### src/rtl/ctrl_pkg.sv
// Shared opcode map, FSM state encoding, instruction classes and the strobe bundle
// used by the control unit and its opcode decoder.
package ctrl_pkg;

    localparam logic [4:0] OP_LD   = 5'd0;
    localparam logic [4:0] OP_LDI  = 5'd1;
    localparam logic [4:0] OP_ST   = 5'd2;
    localparam logic [4:0] OP_ADD  = 5'd3;
    localparam logic [4:0] OP_SUB  = 5'd4;
    localparam logic [4:0] OP_AND  = 5'd5;
    localparam logic [4:0] OP_OR   = 5'd6;
    localparam logic [4:0] OP_SHR  = 5'd7;
    localparam logic [4:0] OP_SHRA = 5'd8;
    localparam logic [4:0] OP_SHL  = 5'd9;
    localparam logic [4:0] OP_ROR  = 5'd10;
    localparam logic [4:0] OP_ROL  = 5'd11;
    localparam logic [4:0] OP_ADDI = 5'd12;
    localparam logic [4:0] OP_ANDI = 5'd13;
    localparam logic [4:0] OP_ORI  = 5'd14;
    localparam logic [4:0] OP_MUL  = 5'd15;
    localparam logic [4:0] OP_DIV  = 5'd16;
    localparam logic [4:0] OP_NEG  = 5'd17;
    localparam logic [4:0] OP_NOT  = 5'd18;
    localparam logic [4:0] OP_BR   = 5'd19;
    localparam logic [4:0] OP_JR   = 5'd20;
    localparam logic [4:0] OP_IN   = 5'd22;
    localparam logic [4:0] OP_OUT  = 5'd23;
    localparam logic [4:0] OP_MFHI = 5'd24;
    localparam logic [4:0] OP_MFLO = 5'd25;
    localparam logic [4:0] OP_NOP  = 5'd26;
    localparam logic [4:0] OP_HALT = 5'd27;

    localparam logic [4:0] ALU_ADD = 5'b00011;

    typedef enum logic [3:0] {
        S_FETCH_IDLE, S_FETCH0, S_FETCH1, S_FETCH2,
        S_T3, S_T4, S_T5, S_T6, S_T7,
        S_DIV_WAIT, S_DIV_DONE, S_HALT
    } state_t;

    typedef enum logic [3:0] {
        CLS_ALU_R, CLS_ALU_I, CLS_LD, CLS_LDI, CLS_ST, CLS_MUL, CLS_DIV, CLS_NEGNOT,
        CLS_BR, CLS_JR, CLS_IN, CLS_OUT, CLS_MFHI, CLS_MFLO, CLS_NOP, CLS_HALT
    } instr_class_t;

    typedef struct packed {
        logic       run;
        logic       inc_pc;
        logic       read;
        logic       write;
        logic       gra;
        logic       grb;
        logic       grc;
        logic       ba_out;
        logic       con_in;
        logic       reset_div;
        logic       rin;
        logic       r_out;
        logic       mdr_rd;
        logic       mar_rd;
        logic       hi_rd;
        logic       lo_rd;
        logic       zhi_rd;
        logic       zlo_rd;
        logic       pc_rd;
        logic       out_rd;
        logic       y_rd;
        logic       ir_rd;
        logic       mdr_out;
        logic       hi_out;
        logic       lo_out;
        logic       zhi_out;
        logic       zlo_out;
        logic       pc_out;
        logic       in_out;
        logic       c_out;
        logic [4:0] op_sel;
    } ctrl_t;

endpackage

### src/rtl/cu_decode.sv
// Combinational opcode-to-instruction-class decode; unlisted opcodes behave as nop.
module cu_decode
    import ctrl_pkg::*;
(
    input  logic [4:0]   opcode,
    output instr_class_t cls
);

    always_comb begin
        cls = CLS_NOP;
        case (opcode)
            OP_ADD, OP_SUB, OP_AND, OP_OR, OP_SHR,
            OP_SHRA, OP_SHL, OP_ROR, OP_ROL:  cls = CLS_ALU_R;
            OP_ADDI, OP_ANDI, OP_ORI:         cls = CLS_ALU_I;
            OP_LD:                            cls = CLS_LD;
            OP_LDI:                           cls = CLS_LDI;
            OP_ST:                            cls = CLS_ST;
            OP_MUL:                           cls = CLS_MUL;
            OP_DIV:                           cls = CLS_DIV;
            OP_NEG, OP_NOT:                   cls = CLS_NEGNOT;
            OP_BR:                            cls = CLS_BR;
            OP_JR:                            cls = CLS_JR;
            OP_IN:                            cls = CLS_IN;
            OP_OUT:                           cls = CLS_OUT;
            OP_MFHI:                          cls = CLS_MFHI;
            OP_MFLO:                          cls = CLS_MFLO;
            OP_HALT:                          cls = CLS_HALT;
            default:                          cls = CLS_NOP;
        endcase
    end

endmodule

### src/rtl/control_unit.sv
// Moore control FSM: fetch, per-class execute steps, divider wait and halt.
// Strobes decode from the state register plus the (registered) IR and CON.
module control_unit
    import ctrl_pkg::*;
(
    input  logic        clk,
    input  logic        clr,
    input  logic        stop,
    input  logic [31:0] IR,
    input  logic        CON,
    input  logic        calc_finished,
    output logic        run,
    output logic        IncPC, Read, Write, Gra, Grb, Grc, BAout, CONin, reset_div, Rin, R_out,
    output logic        MDR_rd, MAR_rd, HI_rd, LO_rd, Zhi_rd, Zlo_rd, PC_rd, Out_rd, Y_rd, IR_rd,
    output logic        MDR_out, HI_out, LO_out, Zhi_out, Zlo_out, PC_out, In_out, C_out,
    output logic [4:0]  op_sel
);

    state_t       state, next_state;
    instr_class_t cls;
    ctrl_t        c;
    logic [4:0]   opcode;
    logic         unused_ir;

    assign opcode    = IR[31:27];
    assign unused_ir = ^IR[26:0];

    cu_decode u_decode (
        .opcode (opcode),
        .cls    (cls)
    );

    always_comb begin
        next_state = state;
        case (state)
            S_FETCH_IDLE: next_state = S_FETCH0;
            S_FETCH0:     next_state = stop ? S_HALT : S_FETCH1;
            S_FETCH1:     next_state = S_FETCH2;
            S_FETCH2:     next_state = S_T3;
            S_T3: begin
                case (cls)
                    CLS_HALT:                 next_state = S_HALT;
                    CLS_DIV:                  next_state = S_DIV_WAIT;
                    CLS_ALU_R, CLS_ALU_I, CLS_LD, CLS_LDI, CLS_ST,
                    CLS_MUL, CLS_NEGNOT, CLS_BR: next_state = S_T4;
                    default:                  next_state = S_FETCH0;
                endcase
            end
            S_T4:         next_state = (cls == CLS_NEGNOT) ? S_FETCH0 : S_T5;
            S_DIV_WAIT:   next_state = calc_finished ? S_DIV_DONE : S_DIV_WAIT;
            S_DIV_DONE:   next_state = S_T5;
            S_T5:         next_state = (cls == CLS_LD || cls == CLS_ST || cls == CLS_MUL ||
                                        cls == CLS_DIV || cls == CLS_BR) ? S_T6 : S_FETCH0;
            S_T6:         next_state = (cls == CLS_LD || cls == CLS_ST) ? S_T7 : S_FETCH0;
            S_T7:         next_state = S_FETCH0;
            S_HALT:       next_state = S_HALT;
            default:      next_state = S_FETCH_IDLE;
        endcase
    end

    always_ff @(posedge clk) begin
        if (!clr)
            state <= S_FETCH_IDLE;
        else
            state <= next_state;
    end

    always_comb begin
        c     = '0;
        c.run = (state != S_FETCH_IDLE) && (state != S_HALT);
        case (state)
            S_FETCH0: begin c.pc_out = 1'b1; c.mar_rd = 1'b1; c.inc_pc = 1'b1; end
            S_FETCH1: begin c.read = 1'b1; c.mdr_rd = 1'b1; end
            S_FETCH2: begin c.mdr_out = 1'b1; c.ir_rd = 1'b1; end
            S_T3: begin
                case (cls)
                    CLS_ALU_R, CLS_ALU_I: begin c.grb = 1'b1; c.r_out = 1'b1; c.y_rd = 1'b1; end
                    CLS_LD, CLS_LDI, CLS_ST: begin c.grb = 1'b1; c.ba_out = 1'b1; c.y_rd = 1'b1; end
                    CLS_MUL:    begin c.gra = 1'b1; c.r_out = 1'b1; c.y_rd = 1'b1; end
                    CLS_DIV:    begin c.gra = 1'b1; c.r_out = 1'b1; c.y_rd = 1'b1; c.reset_div = 1'b1; end
                    CLS_NEGNOT: begin c.grb = 1'b1; c.r_out = 1'b1; c.zlo_rd = 1'b1; c.op_sel = opcode; end
                    CLS_BR:     begin c.gra = 1'b1; c.r_out = 1'b1; c.con_in = 1'b1; end
                    CLS_JR:     begin c.gra = 1'b1; c.r_out = 1'b1; c.pc_rd = 1'b1; end
                    CLS_IN:     begin c.in_out = 1'b1; c.gra = 1'b1; c.rin = 1'b1; end
                    CLS_OUT:    begin c.gra = 1'b1; c.r_out = 1'b1; c.out_rd = 1'b1; end
                    CLS_MFHI:   begin c.hi_out = 1'b1; c.gra = 1'b1; c.rin = 1'b1; end
                    CLS_MFLO:   begin c.lo_out = 1'b1; c.gra = 1'b1; c.rin = 1'b1; end
                    default: ;
                endcase
            end
            S_T4: begin
                case (cls)
                    CLS_ALU_R: begin c.grc = 1'b1; c.r_out = 1'b1; c.zlo_rd = 1'b1; c.op_sel = opcode; end
                    CLS_ALU_I: begin c.c_out = 1'b1; c.zlo_rd = 1'b1; c.op_sel = opcode; end
                    CLS_LD, CLS_LDI, CLS_ST: begin c.c_out = 1'b1; c.zlo_rd = 1'b1; c.op_sel = ALU_ADD; end
                    CLS_MUL: begin
                        c.grb = 1'b1; c.r_out = 1'b1; c.zhi_rd = 1'b1; c.zlo_rd = 1'b1; c.op_sel = opcode;
                    end
                    CLS_NEGNOT: begin c.zlo_out = 1'b1; c.gra = 1'b1; c.rin = 1'b1; end
                    CLS_BR:     begin c.pc_out = 1'b1; c.y_rd = 1'b1; end
                    default: ;
                endcase
            end
            S_DIV_WAIT: begin c.grb = 1'b1; c.r_out = 1'b1; end
            S_DIV_DONE: begin
                c.grb = 1'b1; c.r_out = 1'b1; c.zhi_rd = 1'b1; c.zlo_rd = 1'b1; c.op_sel = opcode;
            end
            S_T5: begin
                case (cls)
                    CLS_ALU_R, CLS_ALU_I, CLS_LDI: begin c.zlo_out = 1'b1; c.gra = 1'b1; c.rin = 1'b1; end
                    CLS_LD, CLS_ST:   begin c.zlo_out = 1'b1; c.mar_rd = 1'b1; end
                    CLS_MUL, CLS_DIV: begin c.zlo_out = 1'b1; c.lo_rd = 1'b1; end
                    CLS_BR:           begin c.c_out = 1'b1; c.zlo_rd = 1'b1; c.op_sel = ALU_ADD; end
                    default: ;
                endcase
            end
            S_T6: begin
                case (cls)
                    CLS_LD:           begin c.read = 1'b1; c.mdr_rd = 1'b1; end
                    CLS_ST:           begin c.gra = 1'b1; c.r_out = 1'b1; c.mdr_rd = 1'b1; end
                    CLS_MUL, CLS_DIV: begin c.zhi_out = 1'b1; c.hi_rd = 1'b1; end
                    CLS_BR:           begin c.zlo_out = CON; c.pc_rd = CON; end
                    default: ;
                endcase
            end
            S_T7: begin
                case (cls)
                    CLS_LD:  begin c.mdr_out = 1'b1; c.gra = 1'b1; c.rin = 1'b1; end
                    CLS_ST:  c.write = 1'b1;
                    default: ;
                endcase
            end
            default: ;
        endcase
    end

    assign {run, IncPC, Read, Write, Gra, Grb, Grc, BAout, CONin, reset_div, Rin, R_out,
            MDR_rd, MAR_rd, HI_rd, LO_rd, Zhi_rd, Zlo_rd, PC_rd, Out_rd, Y_rd, IR_rd,
            MDR_out, HI_out, LO_out, Zhi_out, Zlo_out, PC_out, In_out, C_out, op_sel} = c;

endmodule
### config.mk
export PLATFORM = sky130hd
export DESIGN_NAME = control_unit
export DESIGN_NICKNAME = d
export VERILOG_FILES = /design/src/rtl/ctrl_pkg.sv /design/src/rtl/cu_decode.sv /design/src/rtl/control_unit.sv
export SDC_FILE = /design/constraint.sdc
export NUM_CORES = 1
export LEC_CHECK = 0
export CAP_MARGIN = 20
export CORE_MARGIN = 3
export CORE_UTILIZATION = 42
export CTS_CLUSTER_SIZE = 14
export DETAILED_ROUTE_END_ITERATION = 10
export PLACE_DENSITY = 0.87
export SYNTH_ARGS = -nofsm -noshare
export SYNTH_HDL_FRONTEND = slang
export SYNTH_SLANG_ARGS = --single-unit
### constraint.sdc
create_clock -name clk -period 8.4 [get_ports clk]
set_clock_uncertainty 0.2 [all_clocks]
set_input_delay 1.68 -clock clk [delete_from_list [all_inputs] [get_ports clk]]
set_output_delay 1.68 -clock clk [all_outputs]
set_load 0.005 [all_outputs]
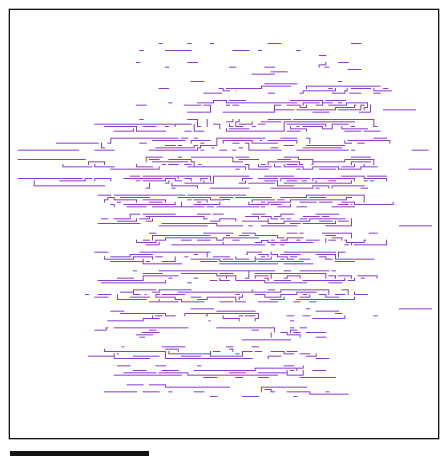
**Above:** run 1 (metal 1).
Bar = 20 µm.
share of all routed wire = 43%
wire length on this layer = 1700 µm
longest straight run = 16.6 µm
main direction = horizontal

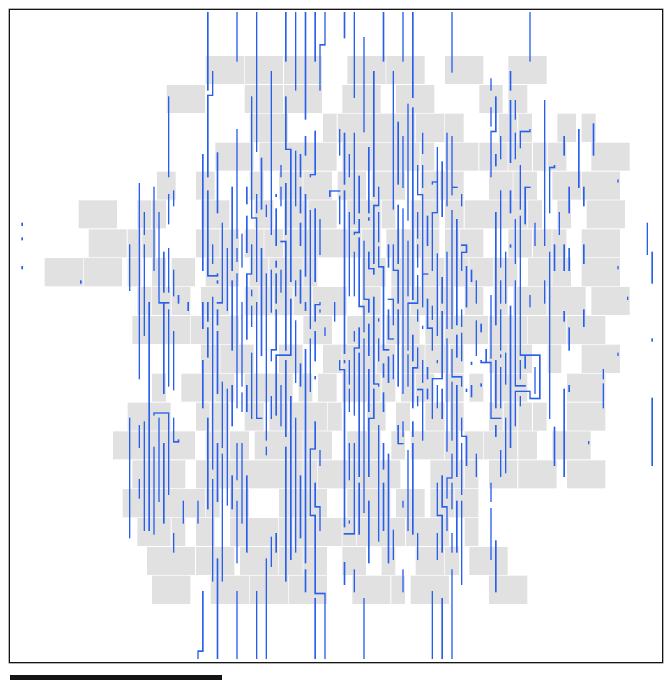
**Above:** run 1 (M2 wires).
Bar = 20 µm. Cells faint in the background.
share of all routed wire = 46%
nets with wire on the layer = 212
met2 GRT Util: 0.337
DRT Wirelength: 3.98 mm
detailed-route via count: 1623

==> run_results.csv, run 1 <==
group,metric,value,unit
die,core,0.00285,mm²
clock_tree,hold_buffers,0,
setup_path,start_kind,"primary input",
clock_tree,cts_resized,0,
place,io_buffers,44,
sta,min_period_over_period,0.799,
place,preCtsSetupSlack,1.72,ns
setup_path,critPathMostFrequentCell,"clkdlybuf4s50_1",
yosys,synthArstFlopShare,0,
place,dp_hpwl,3.05,mm
final_layout,diodes,0,
run,drv_cap,0,
final_layout,drive_above_1_share,0.0921,
power_and_ir_drop,p_int,0.0836,mW
clock_tree,clk_latency,0.24,ns
outcome,status,"finished clean",
yosys,synth_seq_share,0.0621,
sta,drv_slew,0,
setup_path,crit_type,"primary input to output pin",
yosys,avgSynthCellArea,6.72,µm²
clock_tree,clock-root-buffer,"clkbuf_4",
global_routing,grt_pass1_vias,1375,
global_routing,grt_pass1_wl,6.32,mm
final_layout,syn2layout_area_growth,33.6,%
clock_tree,cts_setup_buffers,0,
power_and_ir_drop,power,0.151,mW
place,gp_congestion,0.932,
setup_path,crit_chain,"clkdlybuf4s50_1 -> inv_1 -> ha_1 -> nand3b_1 -> nand4_1 -> a21o_4 -> or3_4 -> a21oi_4 -> a41o_1 -> clkdlybuf4s50_1",
hold_path,min_path_type,"flop to flop",
yosys,yosys_cells,192,
yosys,topCellsByArea,"nor2_1, dfxtp_1, nand2_1",
power_and_ir_drop,swShare,0.447,
run,warnings,57,
setup_path,cp_top_family,"buffers and inverters",
yosys,flop_cell,"dfxtp_1",
sta,period_needed,6.72,ns
sta,tns,0,ns
clock_tree,cts_htree_levels,1,
route,drt_iter0_markers,185,
yosys,synth.distinct_cells,59,
sta,worst_pin_slew,0.618,ns
global_routing,gr-usage-all-layers,0.216,
final_layout,regMostFlops,"state",
yosys,largest_area_cell,"nor2_1",
final_layout,fill_cells,279,
yosys,yosys.cell_count.top_type,"nor2_1",
global_routing,antenna_found_initial,0,
global_routing,grt_overflow,0,
clock_tree,numCtsBuffers,3,
sta,relSlewSlack,0.587,
route,drc,0,
yosys,synth_warnings,0,
setup_path,cp.arrival,4.84,ns
power_and_ir_drop,power_frac_comb,0.651,
power_and_ir_drop,p_leak,0.650,nW
yosys,syn_nets,234,
clock_tree,cts.clk_slew.worst_paths,0.04,ns
yosys,edf_count,0,
clock_tree,cts_tree,"done",
die,die_x,61.4,µm
sta,rsz0062_at_grt,"no",
die,fp_util,0.452,
global_routing,grt_max_degree,17,
setup_path,cp_max_fo,11,
yosys,yosysTopAreaCellShare,0.0669,
final_layout,flop_area,80.1,µm²
final_layout,nNetsFinal,272,
power_and_ir_drop,p_switching,0.0675,mW
sta,setup_ws,1.68,ns
final_layout,logic_area,0.00110,mm²
setup_path,cp_slowest_cell,"clkdlybuf4s50_1",
sta,final-setup-viol-count,0,
power_and_ir_drop,p_clk_frac,0.159,
yosys,synthesis.instances,192,
yosys,syn-cell-area,0.00129,mm²
sta,final_hold_viol_count,0,
setup_path,critPathMaxStageDelay,0.71,ns
route,viasPerCell,6.27,
power_and_ir_drop,powerDensity,87.7,mW/mm²
clock_tree,clockBufferDepth,2,
die,rows,19,
final_layout,post-route-util,0.604,
route,detail_route.wl_per_cell,15.4,µm
place,post-place-cells,256,
sta,max_freq,149,MHz
setup_path,required,6.52,ns
route,ant_nets,0,
yosys,ys_ff,4,
power_and_ir_drop,ir_drop,0.0418,mV
final_layout,instances_no_fill,259,
die,io_pins,72,
die,die_h,61.4,µm
yosys,synth_chip_area,0.00129,mm²
route,first_pass_iters,5,
die,dieArea,0.00377,mm²
yosys,common_cells,"nor2_1, nand2_1, a21oi_1",
setup_path,path_buffers,3,
setup_path,end_kind,"output pin",
clock_tree,cts_sinks,4,
final_layout,top_regs,"state: 4 flops",
power_and_ir_drop,power_frac_seq,0.190,
final_layout,largest_reg_flops,4,
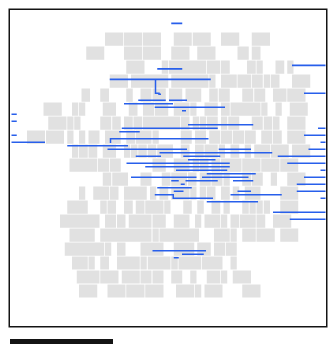
**Above:** run 1 (met3 routing).
Bar = 20 µm. Cells faint in the background.
main direction = horizontal
nets with wire on the layer = 51
longest straight run = 21.6 µm

run 1: path summary, 6_finish.rpt:
path / start / to / slack (ns) / cells after the start
setup / recovery: IR[27] / MDR_rd / 1.68 / 10
hold / removal: state[1] / state[0] / 0.65 / 4
setup reg to reg: state[2] / state[3] / 6.06 / 6
hold reg to reg: state[1] / state[0] / 0.65 / 4
run 1: cell type report:
class                   instances  share of cell area
inverters                      10              0.0218
clock buffers                   3              0.0131
repair buffers                 44               0.256
well taps                      31              0.0225
flip-flops and latches          4              0.0465
multi-input cells             167               0.641
run 1: cells in the final DEF, fill, tap and decap left out, types with 2 or more instances in the layout:
| cell type | Yosys | routed |
|---|---|---|
| ha_1 | 5 | 5 |
| nand2_2 | 2 | 2 |
| inv_1 | 10 | 10 |
| nor3_1 | 12 | 12 |
| clkdlybuf4s50_1 | 0 | 44 |
| o2111ai_1 | 4 | 4 |
| o21a_1 | 3 | 3 |
| and2_1 | 6 | 6 |
| nor2_1 | 23 | 23 |
| o21ai_0 | 8 | 8 |
| xnor2_1 | 2 | 2 |
| or2_2 | 2 | 2 |
| nand4_1 | 3 | 3 |
| dfxtp_1 | 4 | 4 |
| or3_1 | 3 | 3 |
| nand3_1 | 9 | 9 |
| a31oi_1 | 4 | 4 |
| clkbuf_4 | 0 | 3 |
| nand2b_1 | 9 | 9 |
| a21oi_1 | 14 | 14 |
| or3b_1 | 2 | 2 |
| a21boi_0 | 2 | 2 |
| nand2_1 | 20 | 20 |
run 1: worst reg2reg max path, delay by kind of cell (launching register included):
family,cells,cell delay [ns]
AOI/OAI and AO/OA,2,0.30
DFF,1,0.54
and+or+nand+nor,4,1.22
run 1: metal layers:
metal  track usage  up-vias  wire (µm)  share of wire
li1              -      777          -              -
met4        0.0515        0         41          0.010
met5             0        -          0              0
met2         0.337       97       1840           0.46
met1         0.310      743       1700           0.43
met3        0.0356        6        404           0.10
run 1: per-stage QoR:
step | hold WS [ns] | area (µm²)
after CTS | 0.619 | 1720
after global routing | 0.707 | 1720
final | 0.649 | 1720
after floorplan | 0.472 | 1290
after detailed placement | 0.609 | 1700
after global placement | 0.619 | 1700
run 1: logic make-up after synthesis:
logic type,count (synthesis),synth area share
adder cells (fa/ha/maj),5,0.0485
AND/OR/NAND/NOR,99,0.396
XOR/XNOR,2,0.0136
flip-flops,4,0.0621
multiplexers,2,0.0194
AND-OR/OR-AND,59,0.378
buffers and inverters,21,0.0824
run 1: power groups by stage:
stage,registers [mW],logic [mW],clock network (mW)
after global placement,0.0288,0.0953,0
final,0.0287,0.0983,0.0241
after global routing,0.0297,0.107,0.0265
after floorplan,0.0235,0.0673,0
after CTS,0.0283,0.0970,0.0247
after detailed placement,0.0286,0.0966,0
**Run 1: cell area per tile**

6 x 6 tiles, from white (low) to dark blue (high), 0 to 100% covered.
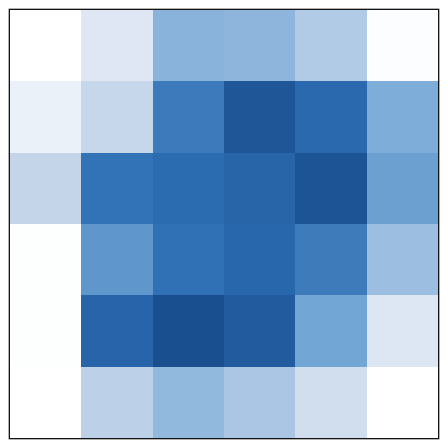

==> run 2: changes to the inputs <==
- CORE_UTILIZATION: 42 -> 39
- PLACE_DENSITY: 0.87 -> 0.81
- clock period: 8.4 -> 6.3 ns (I/O delays scaled with it)
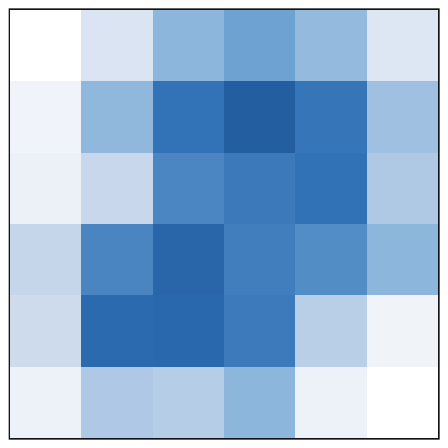
**Above:** run 2 (cell area per tile).
6 x 6 tiles, from white (low) to dark blue (high), 0 to 100% covered.
densest ninth of the die = middle
nearly empty tiles = 5.6%
emptiest ninth of the die = bottom right
tiles over 75% full = 11%
mean over tiles = 42%
FP Util: 0.416
final core occ: 0.563
core region area: 0.00310 mm²

==> run_results.csv, run 2 <==
group,metric,value,unit
yosys,synth_seq_share,0.0621,
yosys,edf_count,0,
place,io_buffers,44,
power_and_ir_drop,ir_drop,0.0495,mV
yosys,topCellsByArea,"nor2_1, dfxtp_1, nand2_1",
final_layout,top_regs,"state: 4 flops",
global_routing,grt_max_degree,17,
sta,whs,0.604,ns
yosys,common_cells,"nor2_1, nand2_1, a21oi_1",
route,dr_wl_met3,350,µm
route,met2_length,1.95,mm
route,highest_layer,"met4",
yosys,syn-cell-area,0.00129,mm²
setup_path,r2r_cells,6,
yosys,synthArstFlopShare,0,
die,die_h,63.5,µm
clock_tree,cts.clk_slew.worst_paths,0.04,ns
clock_tree,cts_resized,0,
route,ant_nets,0,
die,io_pins,72,
sta,worst_pin_slew,0.601,ns
final_layout,design_area,0.00175,mm²
setup_path,timing.critical_path.to,"Zlo_out",
yosys,synth.distinct_cells,59,
setup_path,end_kind,"output pin",
clock_tree,hold_buffers,0,
outcome,status,"finished clean",
clock_tree,numCtsBuffers,3,
clock_tree,clock-root-buffer,"clkbuf_4",
setup_path,cp_max_fo,9,
route,drt_iter0_markers,110,
sta,drv_slew,0,
final_layout,regMostFlops,"state",
final_layout,nNetsFinal,273,
setup_path,critPathLaunch,"IR[27]",
die,die_x,63.5,µm
final_layout,drive_above_1_share,0.0961,
sta,tns,0,ns
clock_tree,cts_sinks,4,
clock_tree,clk_latency,0.23,ns
yosys,yosys.cell_count.top_type,"nor2_1",
setup_path,reg2reg_to,"state[3]",
route,vias,1571,
run,warnings,57,
global_routing,antenna_found_initial,0,
yosys,synthesis.instances,192,
final_layout,syn2layout_area_growth,35.4,%
yosys,yosys_cells,192,
global_routing,grt_pass1_wl,6.84,mm
global_routing,grt_overflow,0,
yosys,syn_nets,234,
clock_tree,clockBufferDepth,2,
clock_tree,cts_tree,"done",
sta,rsz0062_at_grt,"no",
die,rows,20,
global_routing,grt_pass1_vias,1453,
final_layout,largest_reg_flops,4,
setup_path,rrSetupSlack,3.98,ns
place,gp_congestion,0.946,
power_and_ir_drop,p_leak,0.655,nW
sta,final_hold_viol_count,0,
sta,max_freq,173,MHz
setup_path,r2r-start,"state[2]",
sta,min_period_over_period,0.919,
clock_tree,cts_setup_buffers,0,
run,drv_cap,0,
final_layout,lay_top_cells,"clkdlybuf4s50_1, nor2_1, nand2_1",
hold_path,hp-start,"state[0]",
setup_path,crit_type,"primary input to output pin",
clock_tree,cts_htree_levels,1,
yosys,yosysTopAreaCellShare,0.0669,
die,dieArea,0.00403,mm²
power_and_ir_drop,powerDensity,115,mW/mm²
place,dp_hpwl,3.18,mm
yosys,avgSynthCellArea,6.72,µm²
route,first_pass_iters,6,
route,m1WireLength,1.76,mm
route,drc,0,
final_layout,final_common_cell,"clkdlybuf4s50_1",
setup_path,cp.arrival,4.33,ns
final_layout,fill_cells,321,
-- run 2: worst max-delay path, cell delays in order --
cell	delay, ns
clkdlybuf4s50_1	0.72
inv_1	0.13
ha_1	0.34
or3b_4	0.42
o211ai_4	0.14
nand3_1	0.24
nor2_1	0.19
nand3_1	0.19
o221ai_1	0.15
clkdlybuf4s50_1	0.55
-- run 2: worst min-delay path by stage --
stage                     endpoint  slack (ns)  cells after the start
final                     state[3]        0.60                      2
after global routing      state[3]        0.64                      2
after CTS                 state[3]        0.59                      2
after detailed placement  state[3]        0.59                      2
after global placement    state[3]        0.59                      2
after floorplan           state[0]        0.47                      4
-- run 2: cells by family after synthesis --
| logic type | after synthesis | synth area share |
|---|---|---|
| AND/OR/NAND/NOR | 99 | 0.396 |
| buffers and inverters | 21 | 0.0824 |
| adder cells (fa/ha/maj) | 5 | 0.0485 |
| multiplexers | 2 | 0.0194 |
| flip-flops | 4 | 0.0621 |
| XOR/XNOR | 2 | 0.0136 |
| AND-OR/OR-AND | 59 | 0.378 |
-- run 2: layout make-up --
type	instances	area (µm²)	area share
timing repair buffer	45	448	0.256
inverter	10	37.5	0.0215
sequential	4	80.1	0.0458
multi-input combinational	167	1100	0.632
tap	44	55.1	0.0315
clock buffer	3	22.5	0.0129
-- run 2: power breakdown --
| group | internal, mW | total, mW | switching (mW) |
|---|---|---|---|
| Clock | 0.0213 | 0.0315 | 0.0102 |
| Sequential | 0.0286 | 0.0385 | 0.00987 |
| Combinational | 0.0622 | 0.131 | 0.0688 |
| Total | 0.112 | 0.201 | 0.0889 |
-- run 2: stage by stage --
stage,instances,setup slack [ns]
after floorplan,192,1.98
after global placement,270,0.534
after detailed placement,270,0.517
after CTS,273,0.519
after global routing,273,0.297
final,273,0.511
-- run 2: routing by layer --
layer  vias up  GRT usage
met5         -          0
li1        781          -
met2        76      0.336
met1       710      0.276
met3         4     0.0357
met4         0     0.0485
**Run 2: metal 1**

Bar = 20 µm.
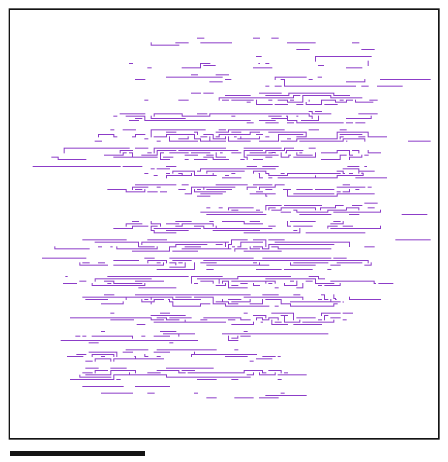

==> run 3: changes to the inputs <==
- CELL_PAD_IN_SITES_DETAIL_PLACEMENT: default -> 1
- CELL_PAD_IN_SITES_GLOBAL_PLACEMENT: default -> 2
- CORE_UTILIZATION: 39 -> 19
- PLACE_DENSITY: 0.81 -> default
- PLACE_DENSITY_LB_ADDON: default -> 0.05
- SETUP_SLACK_MARGIN: default -> 0.2
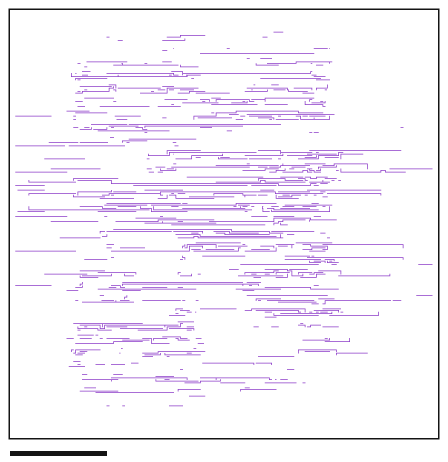
**Above:** run 3 (metal 1).
Bar = 20 µm.
wire length on this layer = 2770 µm
nets with wire on the layer = 220
longest straight run = 34.5 µm

==> run_results.csv, run 3 <==
group,metric,value,unit
power_and_ir_drop,p_clk_frac,0.231,
sta,worst_pin_slew,0.736,ns
sta,relSlewSlack,0.506,
place,gp_congestion,0.864,
route,wl,5.45,mm
power_and_ir_drop,p_leak,0.691,nW
power_and_ir_drop,powerDensity,126,mW/mm²
yosys,synthesis.instances,192,
setup_path,r2r-start,"state[2]",
setup_path,required,4.84,ns
final_layout,regMostFlops,"state",
yosys,yosys_cells,192,
setup_path,reg2reg_to,"state[3]",
final_layout,flop_area,80.1,µm²
global_routing,grt_pass1_vias,1697,
clock_tree,clock-root-buffer,"clkbuf_8",
clock_tree,clockBufferDepth,2,
clock_tree,numCtsBuffers,3,
setup_path,crit_type,"primary input to output pin",
sta,whs,0.636,ns
clock_tree,cts_tree,"done",
sta,rsz0062_at_grt,"no",
final_layout,logic_area,0.00110,mm²
setup_path,critPathLaunch,"IR[28]",
setup_path,r2r_cells,6,
yosys,ys_ff,4,
yosys,syn_nets,234,
final_layout,largest_reg_flops,4,
setup_path,end_kind,"output pin",
hold_path,min_path_type,"flop to flop",
clock_tree,clk_latency,0.22,ns
route,ant_nets,0,
setup_path,timing.critical_path.to,"Gra",
clock_tree,cts_htree_levels,1,
final_layout,syn2layout_area_growth,43.6,%
die,die_h,88.4,µm
final_layout,final_common_cell,"clkdlybuf4s50_1",
yosys,synth.distinct_cells,59,
place,dp_hpwl,4.41,mm
clock_tree,cts_setup_buffers,0,
global_routing,antenna_found_initial,0,
hold_path,hp-start,"state[0]",
run,warnings,57,
setup_path,cp.arrival,4.25,ns
die,core,0.00646,mm²
final_layout,lay_top_cells,"clkdlybuf4s50_1, nor2_1, nand2_1",
power_and_ir_drop,power_frac_seq,0.168,
sta,period_needed,5.71,ns
final_layout,post-route-util,0.287,
setup_path,cp_max_fo,8,
global_routing,grt_overflow,0,
final_layout,diodes,0,
clock_tree,cts_resized,0,
place,io_buffers,44,
route,first_pass_iters,4,
sta,final-setup-viol-count,0,
yosys,synth_chip_area,0.00129,mm²
yosys,yosysTopAreaCellShare,0.0669,
route,drt_iter0_markers,110,
outcome,status,"finished clean",
route,detail_route.wl_per_cell,17.5,µm
die,io_pins,72,
final_layout,nNetsFinal,279,
yosys,synthArstFlopShare,0,
final_layout,fill_cells,799,
clock_tree,cts_sinks,4,
route,viasPerCell,5.17,
yosys,avgSynthCellArea,6.72,µm²
power_and_ir_drop,p_int,0.135,mW
clock_tree,hold_buffers,0,
final_layout,top_regs,"state: 4 flops",
setup_path,start_kind,"primary input",
die,rows,29,
sta,final_hold_viol_count,0,
yosys,common_cells,"nor2_1, nand2_1, a21oi_1",
yosys,flop_cell,"dfxtp_1",
sta,min_period_over_period,0.907,
route,drc,0,
die,fp_util,0.200,
clock_tree,cts.clk_slew.worst_paths,0.03,ns
route,vias,1613,
yosys,edf_count,0,
yosys,syn-cell-area,0.00129,mm²
die,die_x,88.4,µm
yosys,topCellsByArea,"nor2_1, dfxtp_1, nand2_1",
final_layout,drive_above_1_share,0.119,
power_and_ir_drop,swShare,0.424,
power_and_ir_drop,p_switching,0.0993,mW
power_and_ir_drop,ir_drop,0.0636,mV
global_routing,grt_max_degree,17,
setup_path,rrSetupSlack,3.72,ns
yosys,synth_seq_share,0.0621,
global_routing,grt_pass1_wl,8.99,mm
yosys,largest_area_cell,"nor2_1",
power_and_ir_drop,power,0.234,mW
power_and_ir_drop,power_frac_comb,0.601,
sta,drv_slew,0,
run,drv_cap,0,
sta,max_freq,175,MHz
sta,tns,0,ns
yosys,synth_warnings,0,
yosys,yosys.cell_count.top_type,"nor2_1",
die,dieArea,0.00781,mm²
global_routing,gr-usage-all-layers,0.145,
==> run 3: power groups by stage <==
stage / combinational [mW] / clock, mW / sequential [mW]
final: 0.141 / 0.0540 / 0.0394
after global routing: 0.156 / 0.0567 / 0.0414
after CTS: 0.142 / 0.0549 / 0.0397
after detailed placement: 0.141 / 0 / 0.0402
after global placement: 0.141 / 0 / 0.0395
after floorplan: 0.0898 / 0 / 0.0313
==> run 3: how the worst min path moves through the flow <==
stage,end,slack (ns),cells after the start
floorplan,state[0],0.47,4
finish,state[3],0.64,2
detailed placement,state[3],0.65,2
global placement,state[3],0.63,2
CTS,state[3],0.66,2
global route,state[3],0.74,2
==> run 3: metrics by stage <==
step / setup WS, ns / cells / area [µm²]
finish: 0.588 / 312 / 1850
global route: 0.362 / 312 / 1850
CTS: 0.533 / 312 / 1850
detailed placement: 0.548 / 309 / 1810
global placement: 0.552 / 309 / 1810
floorplan: 1.98 / 192 / 1290
==> run 3: cell families (layout without fill, tap and decap cells) <==
kind of cell    count (synthesis)  count (layout)  share of synthesized area
simple gates                   99              99                      0.396
compound gates                 59              59                      0.378
buf+inv                        21              64                     0.0824
fa+ha+maj                       5               5                     0.0485
flops                           4               4                     0.0621
xor+xnor                        2               2                     0.0136
mux                             2               2                     0.0194
==> run 3: final cells by class <==
class | count | area share
tap | 77 | 0.0520
timing repair buffer | 51 | 0.266
inverter | 10 | 0.0203
clock buffer | 3 | 0.0223
sequential | 4 | 0.0432
multi-input combinational | 167 | 0.596
==> run 3: per-layer routing <==
| layer | share of wire | vias up | global-route usage |
|---|---|---|---|
| li1 | - | 790 | - |
| met1 | 0.51 | 767 | 0.213 |
| met2 | 0.44 | 48 | 0.230 |
| met3 | 0.035 | 8 | 0.00931 |
| met4 | 0.019 | 0 | 0.0330 |
| met5 | 0 | - | 0 |
==> run 3: worst max-delay path, cell delays in order <==
cell and delay (ns):
clkdlybuf4s50_1 0.63, inv_1 0.17, ha_1 0.33, or3b_4 0.42, o211ai_4 0.16, nand3_1 0.17
nor2_1 0.16, nand3_1 0.21, o2111ai_1 0.18, clkdlybuf4s50_1 0.55

==> layout pictures side by side <==
Track usage over the die.
(a)
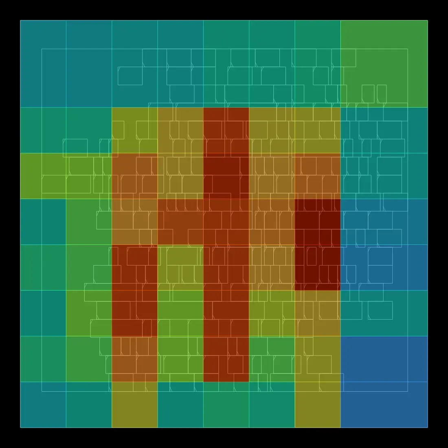
(b)
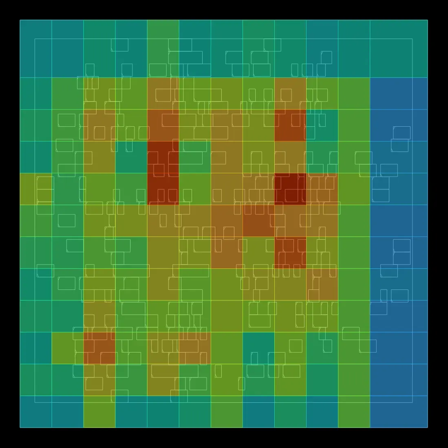
(c)
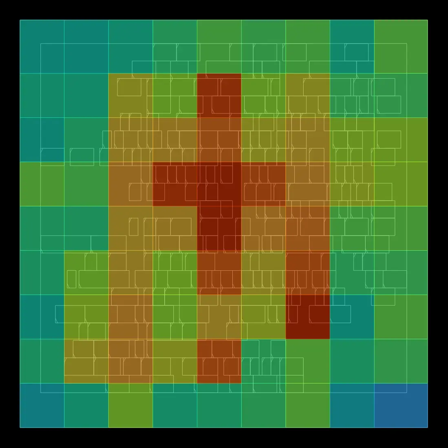
| picture | from |
|---|---|
| (a) | run 1 |
| (c) | run 2 |
| (b) | run 3 |

No activity file was given, so power comes from the tool's default toggle rates.
